`src/rtl/collision_pkg.sv`:
```
// collision_pkg: sprite geometry, scanner FSM states, the hit-box type and
// the saturating subtract shared by the collision scanner.
package collision_pkg;

  // Coordinate width the box type is built for; edges carry two spare bits
  // so that x+offset never wraps.
  localparam int COORD_W = 10;
  localparam int EDGE_W  = COORD_W + 2;

  // Car sprite (player and car obstacles)
  localparam int CAR_W     = 60;
  localparam int CAR_H     = 100;
  localparam int CAR_OFF_L = 15;
  localparam int CAR_OFF_R = 5;
  localparam int CAR_OFF_F = 10;
  localparam int CAR_OFF_B = 5;

  // Police sprite
  localparam int POL_W     = 64;
  localparam int POL_H     = 100;
  localparam int POL_OFF_L = 5;
  localparam int POL_OFF_R = 5;

  typedef enum logic [1:0] {
    IDLE   = 2'd0,
    SCAN   = 2'd1,
    COMMIT = 2'd2
  } state_t;

  typedef struct packed {
    logic [EDGE_W-1:0] left;
    logic [EDGE_W-1:0] right;
    logic [EDGE_W-1:0] top;
    logic [EDGE_W-1:0] bottom;
  } box_t;

  // a - b, clamped to zero instead of going negative
  function automatic logic [EDGE_W-1:0] sat_sub(input logic [EDGE_W-1:0] a,
                                                input logic [EDGE_W-1:0] b);
    logic [EDGE_W-1:0] res;
    if (a >= b) begin
      res = a - b;
    end else begin
      res = '0;
    end
    return res;
  endfunction

endpackage

```
`src/rtl/collision_scanner_box_overlap.sv`:
```
// box_overlap: inclusive axis-aligned rectangle intersection. Touching edges
// and full containment both count as overlap.
module box_overlap
  import collision_pkg::*;
(
  input  box_t a,
  input  box_t b,
  output logic overlap
);

  assign overlap = (a.left <= b.right) && (b.left <= a.right) &&
                   (a.top <= b.bottom) && (b.top <= a.bottom);

endmodule

```
`src/rtl/collision_scanner.sv`:
```
// collision_scanner: snapshots player/obstacle positions on start, tests one
// obstacle per clock through a single shared box_overlap, then commits the
// per-obstacle hit vector with a one-cycle done pulse.
// Optional feature: define COLLIDE_PERSIST_EN to require PERSIST consecutive
// overlapping scans before an obstacle reports a hit.
// W must not exceed collision_pkg::COORD_W (edges are sized from it).
module collision_scanner
  import collision_pkg::*;
#(
  parameter int               N_OBS       = 5,
  parameter int               W           = COORD_W,
  parameter logic [N_OBS-1:0] POLICE_MASK = N_OBS'(5'b00011),
  parameter int               PERSIST     = 2
) (
  input  logic               clk,
  input  logic               rst,
  input  logic               start,
  input  logic [W-1:0]       mycar_pos_x,
  input  logic [W-1:0]       mycar_pos_y,
  input  logic [N_OBS*W-1:0] obstacle_pos_x,
  input  logic [N_OBS*W-1:0] obstacle_pos_y,
  output logic               busy,
  output logic               done,
  output logic [N_OBS-1:0]   hit,
  output logic               any_hit
);

  localparam int               IDX_W    = (N_OBS > 1) ? $clog2(N_OBS) : 1;
  localparam logic [IDX_W-1:0] LAST_IDX = IDX_W'(N_OBS - 1);

  localparam logic [EDGE_W-1:0] K_CAR_L  = EDGE_W'(CAR_OFF_L);
  localparam logic [EDGE_W-1:0] K_CAR_R  = EDGE_W'(CAR_W - CAR_OFF_R);
  localparam logic [EDGE_W-1:0] K_CAR_F  = EDGE_W'(CAR_OFF_F);
  localparam logic [EDGE_W-1:0] K_CAR_BR = EDGE_W'(CAR_H - CAR_OFF_B);
  localparam logic [EDGE_W-1:0] K_CAR_B  = EDGE_W'(CAR_OFF_B);
  localparam logic [EDGE_W-1:0] K_CAR_H  = EDGE_W'(CAR_H);
  localparam logic [EDGE_W-1:0] K_POL_L  = EDGE_W'(POL_OFF_L);
  localparam logic [EDGE_W-1:0] K_POL_R  = EDGE_W'(POL_W - POL_OFF_R);
  localparam logic [EDGE_W-1:0] K_POL_H  = EDGE_W'(POL_H);

  state_t             state;
  state_t             next_state;
  logic [IDX_W-1:0]   idx;
  logic [W-1:0]       snap_mx;
  logic [W-1:0]       snap_my;
  logic [N_OBS*W-1:0] snap_ox;
  logic [N_OBS*W-1:0] snap_oy;
  logic [W-1:0]       obs_x [N_OBS];
  logic [W-1:0]       obs_y [N_OBS];
  logic [EDGE_W-1:0]  sel_x;
  logic [EDGE_W-1:0]  sel_y;
  logic               sel_police;
  box_t               player_box;
  box_t               obs_box;
  logic               overlap;
  logic [N_OBS-1:0]   shadow;
  logic [N_OBS-1:0]   scan_vec;
  logic [N_OBS-1:0]   filtered;
  logic               last_step;
  logic               busy_next;
  logic               done_next;

  // Unpack the snapshot so the shared comparator can be fed by index.
  for (genvar g = 0; g < N_OBS; g++) begin : g_unpack
    assign obs_x[g] = snap_ox[g*W +: W];
    assign obs_y[g] = snap_oy[g*W +: W];
  end

  assign sel_x      = EDGE_W'(obs_x[idx]);
  assign sel_y      = EDGE_W'(obs_y[idx]);
  assign sel_police = POLICE_MASK[idx];
  assign last_step  = (state == SCAN) && (idx == LAST_IDX);

  // Player hit box from the snapshotted top-left corner.
  always_comb begin
    player_box        = '0;
    player_box.left   = EDGE_W'(snap_mx) + K_CAR_L;
    player_box.right  = EDGE_W'(snap_mx) + K_CAR_R;
    player_box.top    = EDGE_W'(snap_my) + K_CAR_F;
    player_box.bottom = EDGE_W'(snap_my) + K_CAR_BR;
  end

  // Hit box of the obstacle under test; y is the sprite's bottom edge.
  always_comb begin
    obs_box = '0;
    if (sel_police) begin
      obs_box.left   = sel_x + K_POL_L;
      obs_box.right  = sel_x + K_POL_R;
      obs_box.top    = sat_sub(sel_y, K_POL_H);
      obs_box.bottom = sel_y;
    end else begin
      obs_box.left   = sel_x + K_CAR_L;
      obs_box.right  = sel_x + K_CAR_R;
      obs_box.top    = sat_sub(sel_y + K_CAR_F, K_CAR_H);
      obs_box.bottom = sat_sub(sel_y, K_CAR_B);
    end
  end

  box_overlap u_overlap (
    .a       (player_box),
    .b       (obs_box),
    .overlap (overlap)
  );

  // Shadow vector including the result being produced this cycle.
  always_comb begin
    scan_vec      = shadow;
    scan_vec[idx] = overlap;
  end

`ifdef COLLIDE_PERSIST_EN
  localparam logic [1:0] PERSIST_C = 2'(PERSIST);

  logic [1:0] cnt      [N_OBS];
  logic [1:0] cnt_next [N_OBS];

  // Saturating per-obstacle overlap streak; a hit needs a full streak.
  always_comb begin
    filtered = '0;
    for (int i = 0; i < N_OBS; i++) begin
      if (!scan_vec[i]) begin
        cnt_next[i] = 2'd0;
      end else if (cnt[i] == PERSIST_C) begin
        cnt_next[i] = cnt[i];
      end else begin
        cnt_next[i] = cnt[i] + 2'd1;
      end
      filtered[i] = (cnt_next[i] == PERSIST_C);
    end
  end

  // Streak counters advance only when a scan commits.
  always_ff @(posedge clk or posedge rst) begin
    if (rst) begin
      for (int i = 0; i < N_OBS; i++) cnt[i] <= 2'd0;
    end else if (last_step) begin
      for (int i = 0; i < N_OBS; i++) cnt[i] <= cnt_next[i];
    end
  end
`else
  assign filtered = scan_vec;
`endif

  // FSM state register.
  always_ff @(posedge clk or posedge rst) begin
    if (rst) begin
      state <= IDLE;
    end else begin
      state <= next_state;
    end
  end

  // FSM next state; start is only honoured in IDLE.
  always_comb begin
    next_state = state;
    case (state)
      IDLE:    if (start) next_state = SCAN; else next_state = IDLE;
      SCAN:    if (idx == LAST_IDX) next_state = COMMIT; else next_state = SCAN;
      COMMIT:  next_state = IDLE;
      default: next_state = IDLE;
    endcase
  end

  // FSM outputs, registered below so busy/done are glitch-free.
  always_comb begin
    busy_next = (next_state != IDLE);
    done_next = (next_state == COMMIT);
  end

  // Snapshot, scan index and shadow vector.
  always_ff @(posedge clk or posedge rst) begin
    if (rst) begin
      idx     <= '0;
      snap_mx <= '0;
      snap_my <= '0;
      snap_ox <= '0;
      snap_oy <= '0;
      shadow  <= '0;
    end else begin
      case (state)
        IDLE: begin
          if (start) begin
            snap_mx <= mycar_pos_x;
            snap_my <= mycar_pos_y;
            snap_ox <= obstacle_pos_x;
            snap_oy <= obstacle_pos_y;
            shadow  <= '0;
            idx     <= '0;
          end
        end
        SCAN: begin
          shadow <= scan_vec;
          if (idx != LAST_IDX) idx <= idx + IDX_W'(1);
        end
        default: ;
      endcase
    end
  end

  // Registered outputs; hit changes on the same edge that raises done.
  always_ff @(posedge clk or posedge rst) begin
    if (rst) begin
      busy    <= 1'b0;
      done    <= 1'b0;
      hit     <= '0;
      any_hit <= 1'b0;
    end else begin
      busy <= busy_next;
      done <= done_next;
      if (last_step) begin
        hit     <= filtered;
        any_hit <= |filtered;
      end
    end
  end

endmodule

```
`config.mk`:
```
export PLATFORM = sky130hd
export DESIGN_NAME = collision_scanner
export DESIGN_NICKNAME = d
export VERILOG_FILES = /design/src/rtl/collision_pkg.sv /design/src/rtl/collision_scanner_box_overlap.sv /design/src/rtl/collision_scanner.sv
export SDC_FILE = /design/constraint.sdc
export NUM_CORES = 1
export LEC_CHECK = 0
export CAP_MARGIN = 20
export CELL_PAD_IN_SITES_DETAIL_PLACEMENT = 0
export CELL_PAD_IN_SITES_GLOBAL_PLACEMENT = 2
export CORE_MARGIN = 4
export CORE_UTILIZATION = 32
export DETAILED_ROUTE_END_ITERATION = 12
export PLACE_DENSITY = 0.76
export REMOVE_ABC_BUFFERS = 1
export SLEW_MARGIN = 20
export SYNTH_ARGS = -nofsm -noshare
export SYNTH_HDL_FRONTEND = slang
export SYNTH_SLANG_ARGS = --single-unit
```
`constraint.sdc`:
```
create_clock -name clk -period 6.3 [get_ports clk]
set_input_delay 0.945 -clock clk [delete_from_list [all_inputs] [get_ports clk]]
set_output_delay 0.945 -clock clk [all_outputs]
set_load 0.02 [all_outputs]
```
==> flow_summary.json, run 1 <==
{
  "status": "completed",
  "place.gp.congestion": 0.8434,
  "core_util_floorplan_pct": 32.68,
  "critPathRequiredTime_ps": 6630,
  "top_logic_cells_by_instance_count_in_the_layout": "dfrtp_1, clkdlybuf4s50_1, mux2_2, nand2_1, ha_1",
  "cts_inserted_buffers": 17,
  "warning_count": 35,
  "path_max_fanout": 10,
  "global_route.usage.total_pct": 16.50,
  "detailroute.via_count": 7425,
  "cp_slowest_stage_delay_ps": 620,
  "final-comb-area_sq_um": 5632,
  "worst_path_most_repeated_cell": "ha_1",
  "gr-max-usage-layer": "met2",
  "cts_tree": "done",
  "yosysSeqAreaShare_pct": 36.61,
  "rsz0062_at_grt": "no",
  "transition_time_of_the_tightest_slew_check_pin_ps": 905.9,
  "number_of_antenna_violations_at_the_first_check_in_global_routing": 0,
  "synth.top_cell.area_share_pct": 36.61,
  "grt_start_max_net_pins": 69,
  "clkSlewWorstSetupHoldPaths_ps": 70,
  "grt.overflow.total": 0,
  "holdPathStages": 2,
  "top_logic_cell_by_instance_count_in_the_layout": "dfrtp_1",
  "post_synth_inst_count": 925,
  "critPathLaunch": "idx[2]",
  "worst_path_cell_chain": "nor2b_2 -> a22oi_1 -> o22ai_1 -> ha_1 -> a311oi_2 -> and2_4 -> nor2_1 -> ha_1 -> a31oi_1 -> nor3_1 -> o32a_1 -> o211ai_2 -> nand2_1 -> o22ai_2 -> ha_1 -> nor2b_1 -> o21a_1 -> o21a_1 -> o21bai_1 -> a31oi_1 -> a2111oi_1 -> a211oi_1 -> or4b_4 -> o41ai_2",
  "routedWlPerCell_um": 18.39,
  "synth-main-ff-cell": "dfrtp_1",
  "worstRegToRegCells": 24,
  "timing.clock.skew_ps": 18.68,
  "antenna_diodes": 0,
  "count_of_max_cap_constraint_violations": 0,
  "post_drt_via_cell_ratio": 5.114,
  "rrSetupSlack_ps": 350,
  "ys_area_sq_um": 9432,
  "slowest_stage_cell_cp": "or4b_4",
  "period_used_pct": 94.43,
  "ios": 131,
  "syn_to_final_growth_pct": 25.23,
  "async_reset_ff_share_pct": 100.0,
  "number_of_global_route_vias_before_repair": 7681,
  "wl_um": 26710,
  "highest_clock_frequency_the_design_can_meet_ghz": 0.1681,
  "final_max_tran_viols": 0,
  "number_of_synthesized_flops_with_an_enable_pin": 0,
  "post_synth_num_cell_types": 92,
  "antenna_violating_nets_post_route": 0,
  "placement.io_buffers": 130,
  "place_inst": 1417,
  "slew-limit-headroom_pct": 39.20,
  "timing_hold_violations_final": 0,
  "worstSetupEndpoint": "shadow[2]",
  "fillerInstances": 2887,
  "share_of_final_layout_standard_cells_stronger_than_drive_strength_1_pct": 23.60,
  "rows": 62,
  "grtUsageMet2_pct": 25.51,
  "synth_flops": 138,
  "setup.worst_path.end_class": "register",
  "netlist.top_cell.by_area": "dfrtp_1",
  "worstReg2RegStart": "idx[2]",
  "yosys-stat-cells": 925,
  "buffer_depth_of_the_longest_clock_path": 2,
  "timing.final.setup_violations": 0,
  "die_w_um": 179.7,
  "design.final.nets": 1243,
  "layoutNonFillerInstCount": 1452,
  "post_synth.cell_area_avg_sq_um": 10.20,
  "hold_path.class": "reg -> reg",
  "ctsHtreeMaxLevel": 4,
  "number_of_drc_markers_in_iteration_0": 435,
  "r2r-end": "shadow[2]",
  "worst-setup-path-type": "reg -> reg",
  "post_synth_instance_area_sq_um": 9432,
  "use_met1_pct": 24.03,
  "post_cts_hold_buffer_count": 0,
  "clockRootBuffer": "clkbuf_16",
  "cp-start-kind": "register",
  "die-area_sq_um": 32280,
  "tritoncts_num_sinks": 138,
  "drc_errors": 0,
  "most_area_consuming_cells_after_synthesis": "dfrtp_1, mux2_2, ha_1",
  "dp_worst_setup_slack_ps": 25.77,
  "fin_worst_hold_slack_ps": 479.0,
  "first_pass_grt_wire_length_um": 42840,
  "layout.area.seq_sq_um": 3458,
  "dp_hpwl_um": 20360,
  "tns_ps": 0,
  "drt_pre_antenna_iters": 5,
  "ys_warn_count": 0,
  "groute.layer.met3.usage_pct": 2.951,
  "finalWorstPathRequiredPeriod_ps": 5949,
  "timing.critical_path.arrival_ps": 6280,
  "die_h_um": 179.7
}
## run 1: worst min path at each step
stage	from	end	slack, ps
after floorplan	shadow[3]	hit[3]	450
after global placement	hit[3]	hit[3]	470
final	hit[1]	hit[1]	480
after CTS	hit[1]	hit[1]	480
after detailed placement	hit[1]	hit[1]	460
after global routing	hit[1]	hit[1]	520
## run 1: synthesized netlist by cell type, types with 11 or more instances
| library cell | instances |
|---|---|
| xor2_1 | 17 |
| nand3_1 | 17 |
| o21ai_0 | 45 |
| mux2_2 | 120 |
| a22oi_1 | 16 |
| a31oi_1 | 17 |
| ha_1 | 64 |
| inv_1 | 25 |
| nand2_1 | 78 |
| o21a_1 | 11 |
| nor3_1 | 17 |
| dfrtp_1 | 138 |
| nor2_1 | 43 |
| xnor2_1 | 26 |
| clkbuf_1 | 33 |
| a21oi_1 | 53 |
| nand4_1 | 15 |
## run 1: sequential cells by signal, summed over array words and instances (netlist names)
name / flops
shadow: 5
state: 2
idx: 3
done: 1
snap_mx: 10
snap_oy: 50
snap_my: 10
busy: 1
any_hit: 1
hit: 5
snap_ox: 50
## run 1: cell type report
cell class	instances	share of cell area [%]
Sequential cell	138	29.28
Clock inverter	15	1.261
Inverter	30	1.059
Multi-Input combinational cell	706	47.68
Timing Repair Buffer	162	13.05
Clock buffer	17	3.602
Tap cell	384	4.068
## run 1: timing repair
item / 4_1_cts / 5_1_grt
endpoints found under the setup margin: 2 / 7
setup buffers: 0 / 3
gates resized: 1 / 9
pin swaps: 0 / 1
## run 1: worst max-delay path, delay by kind of cell, from the launching register on
family,cells,cell delay [ps]
flops,1,480
fa+ha+maj,3,830
compound gates,14,3090
simple gates,7,1460
## run 1: stage by stage
stage | utilization [%] | instance area (sq um)
CTS | 40.75 | 11760
finish | 40.93 | 11810
global route | 40.93 | 11810
detailed placement | 38.74 | 11180
floorplan | - | 9170
global placement | 38.74 | 11180
## run 1: kinds of logic after synthesis
logic type / count (synthesis) / share of synthesized area (%)
AOI/OAI and AO/OA: 222 / 16.46
muxes: 139 / 17.21
DFF: 138 / 36.61
buffers and inverters: 81 / 4.046
and+or+nand+nor: 237 / 12.97
xor gates and xnor gates: 43 / 3.993
adders and majority gates: 65 / 8.703
## run 1: metal layers
layer	vias to the layer above	routed length [um]	share of wire (%)
met5	-	0	0
met4	0	356	1.3
met3	17	1160	4.3
met2	184	11830	44
met1	3568	13370	50
li1	3656	-	-
==> run_1/cell_classes.png <==
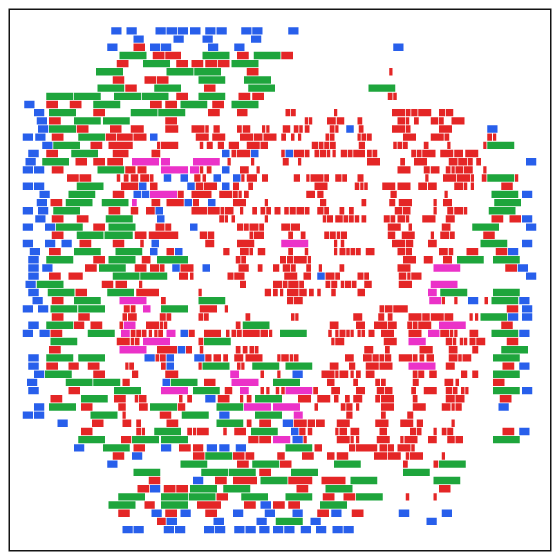
colour	class	cells
magenta	clock drivers and dummy loads	32
blue	other buffers and delay cells	162
green	flip-flops	138
red	all other logic	736
Floorplan Core Area: 28,860 sq um
final design utilization: 40.93%

==> run_1/final_clocks.png <==
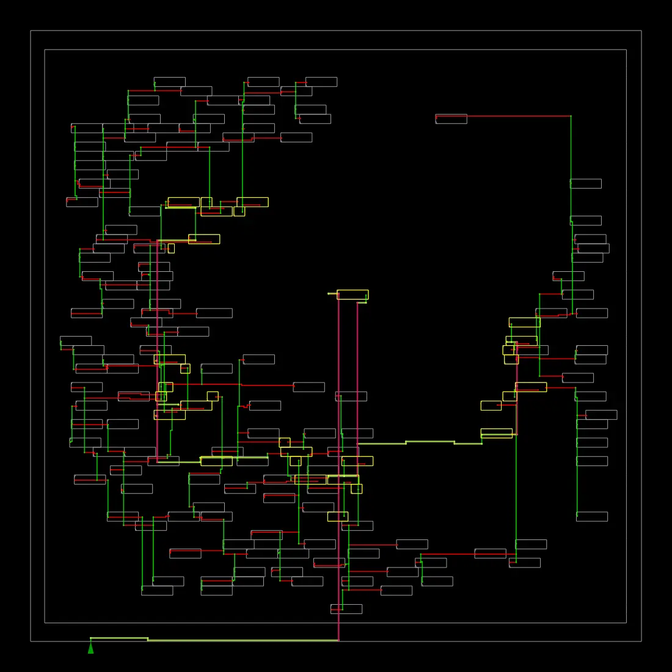
clock insertion delay at the later pin of the skew report: 430 ps

==> run_1/drive_strength.png <==
Bar = 50 um.
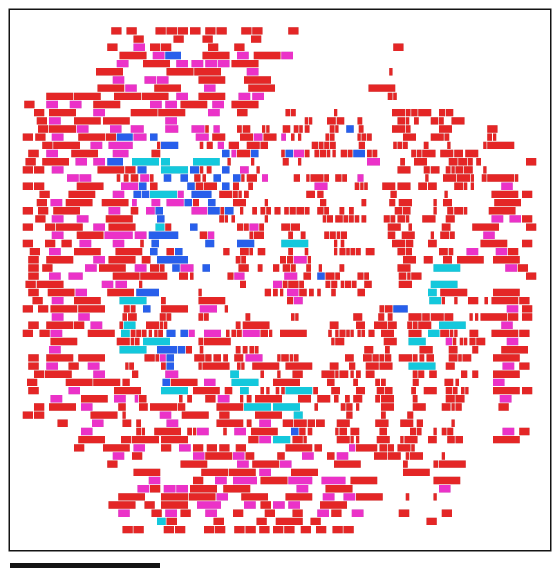
colour	size	cells	share
red	drive 1 or less	816	76%
magenta	drive 2	171	16%
blue	drive 3 to 4	51	4.8%
cyan	drive 6 and up	30	2.8%
summed area of non-filler cells in the final layout: 11,810 sq um
final worst-path setup slack: 351.0 ps

==> run_1/registers.png <==
Bar = 50 um. Other sequential cells in the stronger grey, the rest of the logic in the fainter grey.
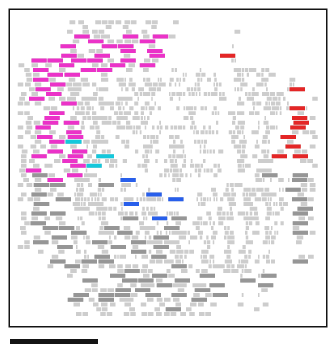

--- run 2 (diff from run 1) ---
PLACE_DENSITY = unset   (was 0.76)
PLACE_DENSITY_LB_ADDON = 0.1   (was unset)
==> run_2/registers.png <==
Bar = 50 um. Other sequential cells in the stronger grey, the rest of the logic in the fainter grey.
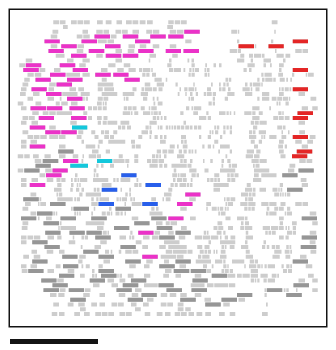
colour	netlist name	sequential cells
red	snap_my	10
cyan	idx	3
magenta	snap_oy	50
blue	shadow	5
not coloured	70
final design utilization: 41.04%
footprint of the flip-flops and latches: 3457 sq um
flip-flop and latch share of the layout cell area: 29.19%

==> run_2/clock_map.png <==
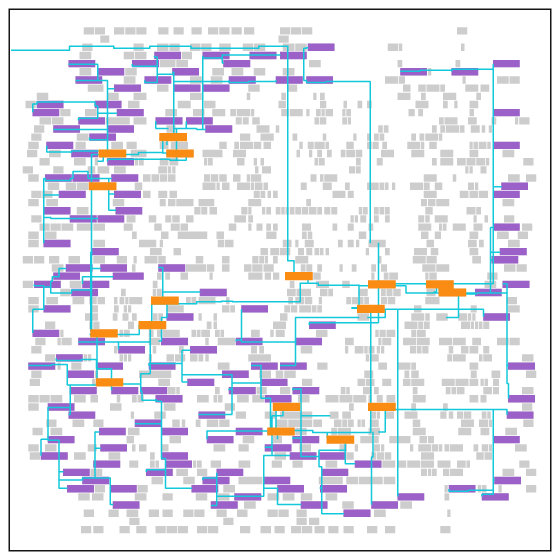
[cyan] clock wires | length: 2,460 um
[orange] cells driving clock nets | count: 17
[purple] flip-flops | count: 138
flops lie	spread over the die
routed clock nets	18
setup skew after layout: 11.23 ps

==> run 2 against run 1 <==
- synthesized area stayed put
- non-clock buffer count is 1 higher
- critical path type unchanged
- flip-flop count stayed put
- core utilization is 0.11 points higher
- cell count is 0.14% higher
- clock-buffer cell count is 1 higher
==> flow_summary.json, run 2 <==
{
  "post_drt_via_cell_ratio": 5.178,
  "grt_start_max_net_pins": 83,
  "dp_hpwl_um": 20900,
  "post_synth_inst_count": 925,
  "critPathLaunch": "idx[0]",
  "netlist.top_cell.by_area": "dfrtp_1",
  "critical_path_depth": 25,
  "number_of_antenna_violations_at_the_first_check_in_global_routing": 1,
  "clock_insertion_delay_at_the_later_pin_of_the_skew_report_ps": 430,
  "yosys-stat-cells": 925,
  "worstRegToRegCells": 25,
  "ctsHtreeMaxLevel": 4,
  "use_met1_pct": 24.61,
  "antenna_violating_nets_post_route": 0,
  "top_logic_cell_by_instance_count_in_the_layout": "dfrtp_1",
  "clkSlewWorstSetupHoldPaths_ps": 60,
  "core_util_floorplan_pct": 32.68,
  "slew-limit-headroom_pct": 42.81,
  "wl_um": 27890,
  "worst_path_most_repeated_cell": "o21a_1",
  "number_of_global_route_vias_before_repair": 7813,
  "worst-setup-path-type": "reg -> reg",
  "finalWorstPathRequiredPeriod_ps": 5969,
  "global_route.usage.total_pct": 17.31,
  "rrSetupSlack_ps": 330,
  "ys_warn_count": 0,
  "placement.io_buffers": 130,
  "yosys_top_cell_by_instances": "dfrtp_1",
  "final-comb-area_sq_um": 5619,
  "die_h_um": 179.7,
  "buffer_depth_of_the_longest_clock_path": 2,
  "top_logic_cells_by_instance_count_in_the_layout": "dfrtp_1, clkdlybuf4s50_1, mux2_2, nand2_1, ha_1",
  "routedWlPerCell_um": 19.18,
  "yosysSeqAreaShare_pct": 36.61,
  "fin_worst_hold_slack_ps": 491.6,
  "timing.final.setup_violations": 0,
  "final_max_tran_viols": 0,
  "dp_worst_setup_slack_ps": 27.71,
  "r2r-end": "shadow[2]",
  "number_of_synthesized_flops_with_an_enable_pin": 0,
  "count_of_max_cap_constraint_violations": 0,
  "die_w_um": 179.7,
  "cts_tree": "done",
  "clockRootBuffer": "clkbuf_16",
  "synth-main-ff-cell": "dfrtp_1",
  "async_reset_ff_share_pct": 100.0,
  "hold_path.class": "reg -> reg",
  "grt.overflow.total": 0,
  "crit_family": "AND-OR/OR-AND gates",
  "gr-max-usage-layer": "met2",
  "syn_to_final_growth_pct": 25.56,
  "cp_slowest_stage_delay_ps": 630,
  "cp-start-kind": "register",
  "number_of_drc_markers_in_iteration_0": 423,
  "design.final.nets": 1244,
  "die-area_sq_um": 32280,
  "ys_area_sq_um": 9432,
  "fillerInstances": 2860,
  "status": "completed",
  "share_of_final_layout_standard_cells_stronger_than_drive_strength_1_pct": 23.20,
  "post_synth.cell_area_avg_sq_um": 10.20,
  "worst-path-buf-inv": 3,
  "first_pass_grt_wire_length_um": 44710,
  "floorplan.core_area_sq_um": 28860,
  "drt_pre_antenna_iters": 5,
  "detailroute.via_count": 7529,
  "grtUsageMet2_pct": 27.01,
  "synth_flops": 138,
  "groute.layer.met3.usage_pct": 3.375,
  "most_area_consuming_cells_after_synthesis": "dfrtp_1, mux2_2, ha_1",
  "worstReg2RegStart": "idx[0]",
  "drc_errors": 0,
  "transition_time_of_the_tightest_slew_check_pin_ps": 857.8,
  "highest_clock_frequency_the_design_can_meet_ghz": 0.1675,
  "period_used_pct": 94.74,
  "warning_count": 35,
  "timing_hold_violations_final": 0,
  "place.gp.congestion": 0.8405,
  "layout_top_registers": "snap_ox: 50 flops, snap_oy: 50 flops",
  "critPathRequiredTime_ps": 6620,
  "slowest_stage_cell_cp": "or4b_4",
  "path_max_fanout": 13,
  "final_critical_path_setup_slack_ps": 331.3,
  "rows": 62,
  "synth.top_cell.area_share_pct": 36.61,
  "ios": 131,
  "post_synth_num_cell_types": 92,
  "worstSetupEndpoint": "shadow[2]",
  "timing.critical_path.arrival_ps": 6290,
  "post_synth_instance_area_sq_um": 9432,
  "cts_inserted_buffers": 17,
  "common_cells": "dfrtp_1, mux2_2, nand2_1",
  "tritoncts_num_sinks": 138,
  "setup.worst_path.end_class": "register"
}
run 2: cell counts after synthesis:
Identical to the previous run, type by type.
run 2: how the worst min path moves through the flow:
stage              to  slack, ps  cells past startpoint  startpoint
2_1_floorplan  hit[3]        450                      2   shadow[3]
3_3_place_gp   hit[1]        470                      2      hit[1]
3_5_place_dp   hit[1]        460                      2      hit[1]
4_1_cts        hit[1]        490                      2      hit[1]
5_1_grt        hit[1]        520                      2      hit[1]
6_report       hit[2]        490                      2      hit[2]
run 2: layout make-up:
cell class | count | share of cell area, %
repair buffers | 163 | 13.08
flip-flops and latches | 138 | 29.19
multi-input cells | 706 | 47.45
diodes | 1 | 0.02113
clock inverters | 14 | 1.521
inverters | 30 | 1.057
well taps | 384 | 4.057
clock buffers | 18 | 3.624
run 2: cell families after synthesis:
group / after synthesis / share of synthesized area (%)
multiplexers: 139 / 17.21
AND-OR/OR-AND: 222 / 16.46
adder cells (fa/ha/maj): 65 / 8.703
XOR/XNOR: 43 / 3.993
AND/OR/NAND/NOR: 237 / 12.97
flip-flops: 138 / 36.61
buffers and inverters: 81 / 4.046
run 2: stage by stage:
step	TNS [ps]	instance area, sq um	utilization, %	cells
final	0	11840	41.04	1454
after global routing	-4.810	11840	41.04	1454
after detailed placement	0	11200	38.82	1420
after global placement	0	11200	38.82	1420
after floorplan	-547920	9170	-	874
after CTS	0	11820	40.95	1452
run 2: worst min-delay path, cell delays in order, from the launching register on:
cell and delay [ps]:
dfrtp_1 350, nand2_1 50, nand2_1 60
run 2: what timing repair did:
action	CTS	global route
hold buffers	0	0
pin swaps	0	1
endpoints found under the setup margin	2	7
buffers inserted	0	1
resized	1	4
run 2: routing by layer:
metal | vias up | routed length (um)
met3 | 30 | 1003
met5 | - | 0
met2 | 171 | 12640
met1 | 3664 | 13710
met4 | 0 | 534
li1 | 3664 | -
